[src/rtl/lzd_chunk_scanner.sv]
// Multi-cycle leading-zero count and normalize of a 16*NCHUNK-bit word.
// One shared 16-bit LZD is stepped MSB-chunk first; the word is then shifted so its MSB is 1.

module LZD_16 (
  input  logic [15:0] data,
  output logic [4:0]  zeros
);
  // Last hit wins, so the highest set bit determines the count.
  always_comb begin
    zeros = 5'd16;
    for (int i = 0; i < 16; i++) begin
      if (data[i]) zeros = 5'(15 - i);
    end
  end
endmodule

module lzd_chunk_scanner #(
  parameter int NCHUNK = 3,
  parameter int LZC_W  = 6
) (
  input  logic                 clk,
  input  logic                 reset,
  input  logic                 in_valid,
  output logic                 in_ready,
  input  logic [16*NCHUNK-1:0] in_word,
  output logic                 out_valid,
  input  logic                 out_ready,
  output logic [LZC_W-1:0]     lzc,
  output logic [16*NCHUNK-1:0] norm,
  output logic                 busy
);
  localparam int W     = 16 * NCHUNK;
  localparam int IDX_W = (NCHUNK > 1) ? $clog2(NCHUNK) : 1;

  typedef enum logic [1:0] {IDLE, SCAN, SHIFT, DONE} state_t;

  state_t           state;
  logic [W-1:0]     word_r;
  logic [W-1:0]     norm_r;
  logic [LZC_W-1:0] acc;
  logic [LZC_W-1:0] lzc_r;
  logic [IDX_W-1:0] idx;
  logic [15:0]      lzd_in;
  logic [4:0]       z;
  logic [LZC_W-1:0] z_ext;

  // The detector sees zeros outside SCAN so it never toggles needlessly.
  always_comb begin
    lzd_in = 16'h0000;
    if (state == SCAN) begin
      for (int c = 0; c < NCHUNK; c++) begin
        if (idx == IDX_W'(c)) lzd_in = word_r[W-1-16*c -: 16];
      end
    end
  end

  LZD_16 u_lzd (
    .data  (lzd_in),
    .zeros (z)
  );

  assign z_ext = LZC_W'(z);
  assign lzc   = lzc_r;
  assign norm  = norm_r;

  always_ff @(posedge clk) begin
    if (reset) begin
      state     <= IDLE;
      word_r    <= '0;
      norm_r    <= '0;
      acc       <= '0;
      lzc_r     <= '0;
      idx       <= '0;
      in_ready  <= 1'b1;
      out_valid <= 1'b0;
      busy      <= 1'b0;
    end else begin
      case (state)
        IDLE: begin
          if (in_valid) begin
            word_r   <= in_word;
            acc      <= '0;
            idx      <= '0;
            state    <= SCAN;
            in_ready <= 1'b0;
            busy     <= 1'b1;
          end
        end
        SCAN: begin
          if (z != 5'd16) begin
            lzc_r <= acc + z_ext;
            state <= SHIFT;
          end else if (idx != IDX_W'(NCHUNK - 1)) begin
            acc <= acc + LZC_W'(16);
            idx <= idx + 1'b1;
          end else begin
            lzc_r <= LZC_W'(W);
            state <= SHIFT;
          end
        end
        SHIFT: begin
          norm_r    <= word_r << lzc_r;
          state     <= DONE;
          out_valid <= 1'b1;
        end
        DONE: begin
          if (out_ready) begin
            state     <= IDLE;
            out_valid <= 1'b0;
            busy      <= 1'b0;
            in_ready  <= 1'b1;
          end
        end
        default: begin
          state     <= IDLE;
          out_valid <= 1'b0;
          busy      <= 1'b0;
          in_ready  <= 1'b1;
        end
      endcase
    end
  end
endmodule

[config.mk]
export PLATFORM = sky130hd
export DESIGN_NAME = lzd_chunk_scanner
export DESIGN_NICKNAME = d
export VERILOG_FILES = /design/src/rtl/lzd_chunk_scanner.sv
export SDC_FILE = /design/constraint.sdc
export NUM_CORES = 1
export LEC_CHECK = 0
export ABC_AREA = 1
export CAP_MARGIN = 20
export CORE_MARGIN = 1
export CORE_UTILIZATION = 42
export DETAILED_ROUTE_END_ITERATION = 8
export GPL_TIMING_DRIVEN = 0
export PLACE_DENSITY_LB_ADDON = 0.25
export SLEW_MARGIN = 20
export SYNTH_ARGS = -nofsm -noshare
export SYNTH_HDL_FRONTEND = slang
export SYNTH_HIERARCHICAL = 1
export SYNTH_SLANG_ARGS = --single-unit
[constraint.sdc]
create_clock -name clk -period 7.4 [get_ports clk]
set_input_delay 1.48 -clock clk [delete_from_list [all_inputs] [get_ports clk]]
set_output_delay 1.48 -clock clk [all_outputs]
set_load 0.01 [all_outputs]
==> run summary, run 1 <==
Simple-gate share of the synthesized area - 47.00%
Clock Network Area Fraction - 3.262%
Worst slack at placement - 3.572 ns
P_seq - 927 uW
Initial antenna violation count - 0
Pin count of the biggest net entering global routing - 21
Cell Type Count - 30
Area share, top type - 29.31%
Start point of the critical path - idx[1]
Clock buffer cells - 10
Met2 Use GR - 49.13%
Total number of vias - 8735
Cell Int Power - 2.011 mW
Top cell by count, worst path - nand2_1
Cell type group with the largest total delay on the critical path - simple AND/OR/NAND/NOR gates
Hold Crit Endpoint - norm[1]
Reg2Reg Depth - 28
Number of CTS-inserted buffers - 9
Worst hold path startpoint - norm[1]
Hold Crit Class - reg2reg
Placed Area - 8944 sq um
Avg WL per Cell - 18.07 microns
P_comb - 3.05 mW
Initial DRT Pass Iterations - 6
Die Size - 18590 sq um
Overall Power - 4.484 mW
Uppermost routed layer - met4
Root Driver - clkbuf_16
Non-filler instance count after layout - 1546
Final setup vio count - 0
Leakage - 3.816 nW
Max rail drop VDD - 0.0001951 V
XORs/XNORs by Area - 0.1155%
Worst Max-Slew Pin Slew - 0.6316 ns
Inverters, non-clock - 44
Main flop type - dfxtp_1
Grt total ovfl - 0
I/O pins - 109
Combinational gate area - 4726 sq um
Register share after synthesis - 29.31%
Comb/total area - 51.12%
Seq area share - 24.04%
Max cap viols - 0
Non-clk bufs - 203
Crit path time final - 3.859 ns
Multiplexer share of the synthesized area - 0%
CP max-delay cell - dfxtp_1
Placed cells - 1530
Cell taking the most area after synthesis - dfxtp_1
Setup_tns - 0 ns
Status - completed
Sequential cell area - 2222 sq um
Relative slew slack - 57.85%
WP depth - 28
Initial DRC count - 960
Area grow syn2layout - 21.95%
Setup WS post-layout - 3.541 ns
Final period utilization - 52.15%
Sw Share - 55.16%
Clock transition at path regs - 0.08 ns
Data buffer area share - 16.75%
GR Util met3 - 4.512%
YS chip area - 7581 sq um
Max Transition Viols Final - 0
# fillers - 1868
Sw Pwr - 2.474 mW
Vias in the first global route - 7728
Post-CTS Resized - 0
Adder share - 1.320%
Global-route wire length before repair - 43030 microns
Most frequent logic cell in the layout - nand3_1
Reg-to-reg slack, setup - 3.54 ns
Num Clock Sinks - 111
Final Net Count - 1376
Setup crit end - lzc[2]
Vias per std cell - 5.650
RR Endpoint - lzc[2]
Final antenna-violating net count - 0
Yosys aoi share - 13.90%
Final Hold Vio Count - 0
Postcts setup bufs - 0
Post-route clock skew - 0.01118 ns
Flop pwr share - 20.7%
Comb pwr share - 68.1%
CTS tree - done
Final WL - 27940 microns
Worst hold path cell count - 2
WP data required - 7.71 ns
Met2 WL - 12510 microns
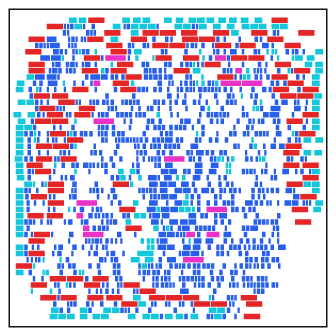
run_1/class_map.png
Key: registers = red [cells 111, share of their area 25%]; remaining buffers and delay cells = cyan [cells 203, share of their area 17%]; clock drivers and dummy loads = magenta [cells 16, share of their area 3.4%]; remaining logic cells = blue [cells 991, share of their area 55%]
CORE AREA: 17480 sq um
row count: 48
cell area after layout: 9245 sq um

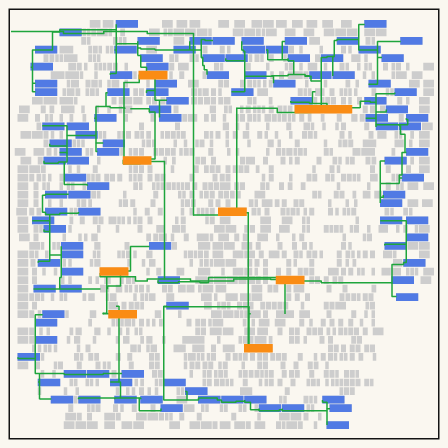
run_1/clock_wires.png
Key: clock-net drivers = orange [count 9]; clock wires = green [length 1510 microns]; flip-flops = blue [count 111]
Position of the flops: all over the die. There are 10 routed clock nets.
clock group total power: 504 uW
clk_lat worst skew: 0.38 ns

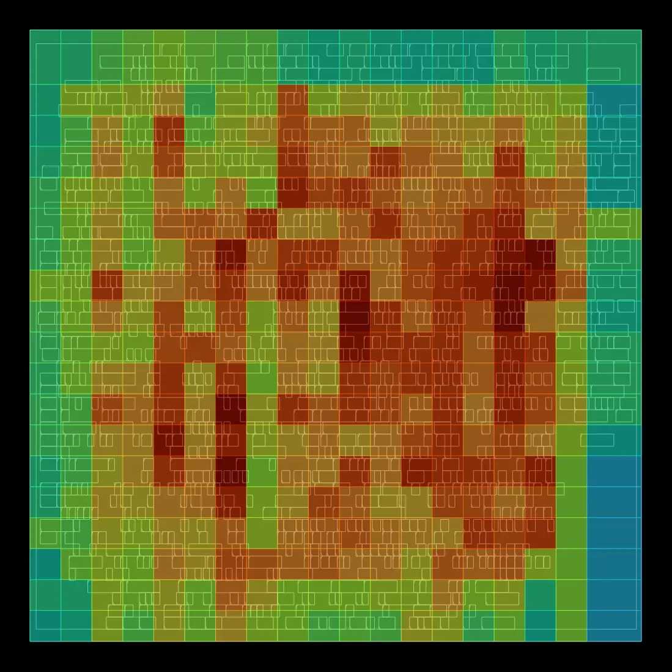
run_1/congestion_map.png
Final Util: 52.90%
met1 usage: 42.12%
busiest grt layer: met2
GRT Total Usage: 30.81%

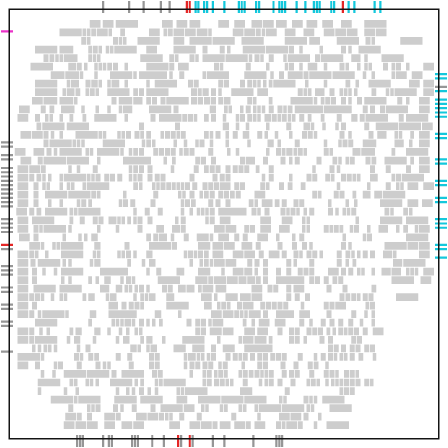
run_1/pinout.png
Pins as bars across the die edge, other pins in gray.
Key: `clk` = magenta [pins 1, direction input, edge left]; `lzc` = red [pins 6, direction output, edge 3 top, 2 bottom, 1 left]; `norm` = cyan [pins 48, direction output, edge 26 top, 22 right]
All pins by edge: 34 top, 31 left, 23 right, 21 bottom.
Port Buffer Count: 108
die height: 136.4 microns
Die Span X: 136.4 microns

run_1/layers.png
Two of the layers only.
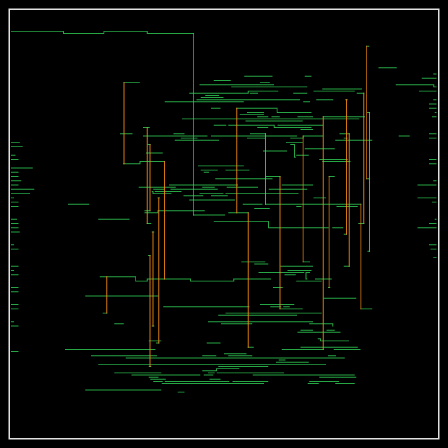

## Run 2: what changed since run 1
clock period = 3.2 ns   (was 7.4 ns; I/O delays follow)
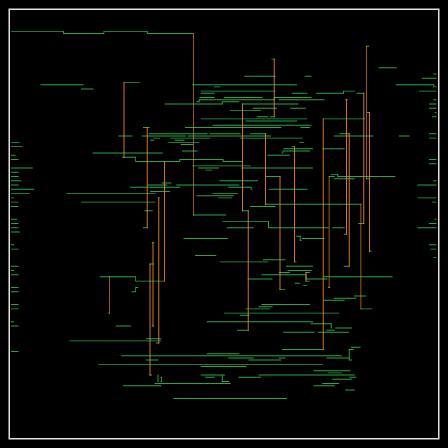
run_2/layers.png
Two of the layers only.
Key: M3 = green [wire length 1910 microns]; M4 = orange [wire length 815 microns]
final WL: 28170 microns
Avg WL per Cell: 18.20 microns

==> run 2 against run 1 <==
  * Power up 140%
  * Critical endpoint unchanged
  * Register-to-register slack lost 3.3 ns
  * Hold slack about the same
  * Synthesized area did not move
  * Clock-buffer cell count unchanged
  * Cell count grew 0.13%
  * Clock skew down 0.0033 ns
  * Final area grew 2.5%
  * Sequential cell count did not move
  * First-iteration DRC count shrank 1.3%
==> run summary, run 2 <==
Status - completed (unchanged)
Crit path time final - 2.981 ns (was 3.859 ns)
Global-route wire length before repair - 43070 microns (was 43030 microns)
WP depth - 19 (was 28)
Worst hold path cell count - 2 (unchanged)
Row count - 48 (unchanged)
Cell Int Power - 4.872 mW (was 2.011 mW)
Clock group total power - 1.16 mW (was 504 uW)
Area grow syn2layout - 24.99% (was 21.95%)
Register share after synthesis - 29.31% (unchanged)
Comb pwr share - 69.2% (was 68.1%)
Busiest grt layer - met2 (unchanged)
Leakage - 3.893 nW (was 3.816 nW)
CP max-delay cell - dfxtp_2 (was dfxtp_1)
Final setup vio count - 0 (unchanged)
Sw Pwr - 5.898 mW (was 2.474 mW)
Placed cells - 1530 (unchanged)
Most frequent logic cell in the layout - nand3_1 (unchanged)
Clk_lat worst skew - 0.37 ns (was 0.38 ns)
P_comb - 7.45 mW (was 3.05 mW)
Met2 Use GR - 49.21% (was 49.13%)
Die Size - 18590 sq um (unchanged)
Yosys aoi share - 13.90% (unchanged)
Hold Crit Class - reg2reg (unchanged)
Top cell by count, worst path - nand3_1 (was nand2_1)
Cell Type Count - 30 (unchanged)
Data buffer area share - 17.05% (was 16.75%)
Final period utilization - 93.14% (was 52.15%)
GRT Total Usage - 30.87% (was 30.81%)
Max rail drop VDD - 0.0004491 V (was 0.0001951 V)
Setup WS post-layout - 0.2195 ns (was 3.541 ns)
Sequential cell area - 2226 sq um (was 2222 sq um)
Worst Max-Slew Pin Slew - 0.6266 ns (was 0.6316 ns)
Setup_tns - 0 ns (unchanged)
Adder share - 1.320% (unchanged)
Initial antenna violation count - 0 (unchanged)
Setup crit end - lzc[2] (unchanged)
Final Util - 54.22% (was 52.90%)
Non-filler instance count after layout - 1548 (was 1546)
Overall Power - 10.77 mW (was 4.484 mW)
# fillers - 1835 (was 1868)
GR Util met3 - 4.623% (was 4.512%)
Uppermost routed layer - met4 (unchanged)
Num Clock Sinks - 111 (unchanged)
Main flop type - dfxtp_1 (unchanged)
Met1 usage - 42.14% (was 42.12%)
Initial DRC count - 948 (was 960)
Die height - 136.4 microns (unchanged)
Met2 WL - 12830 microns (was 12510 microns)
Multiplexer share of the synthesized area - 0% (unchanged)
Number of CTS-inserted buffers - 9 (unchanged)
Non-clk bufs - 205 (was 203)
Grt total ovfl - 0 (unchanged)
Post-route clock skew - 0.007867 ns (was 0.01118 ns)
Total number of vias - 8778 (was 8735)
WP data required - 3.50 ns (was 7.71 ns)
Postcts setup bufs - 2 (was 0)
Cell taking the most area after synthesis - dfxtp_1 (unchanged)
Die Span X - 136.4 microns (unchanged)
Seq area share - 23.49% (was 24.04%)
Port Buffer Count - 108 (unchanged)
Flop pwr share - 20.0% (was 20.7%)
Final Hold Vio Count - 0 (unchanged)
Power is estimated from default activity; no workload was simulated.
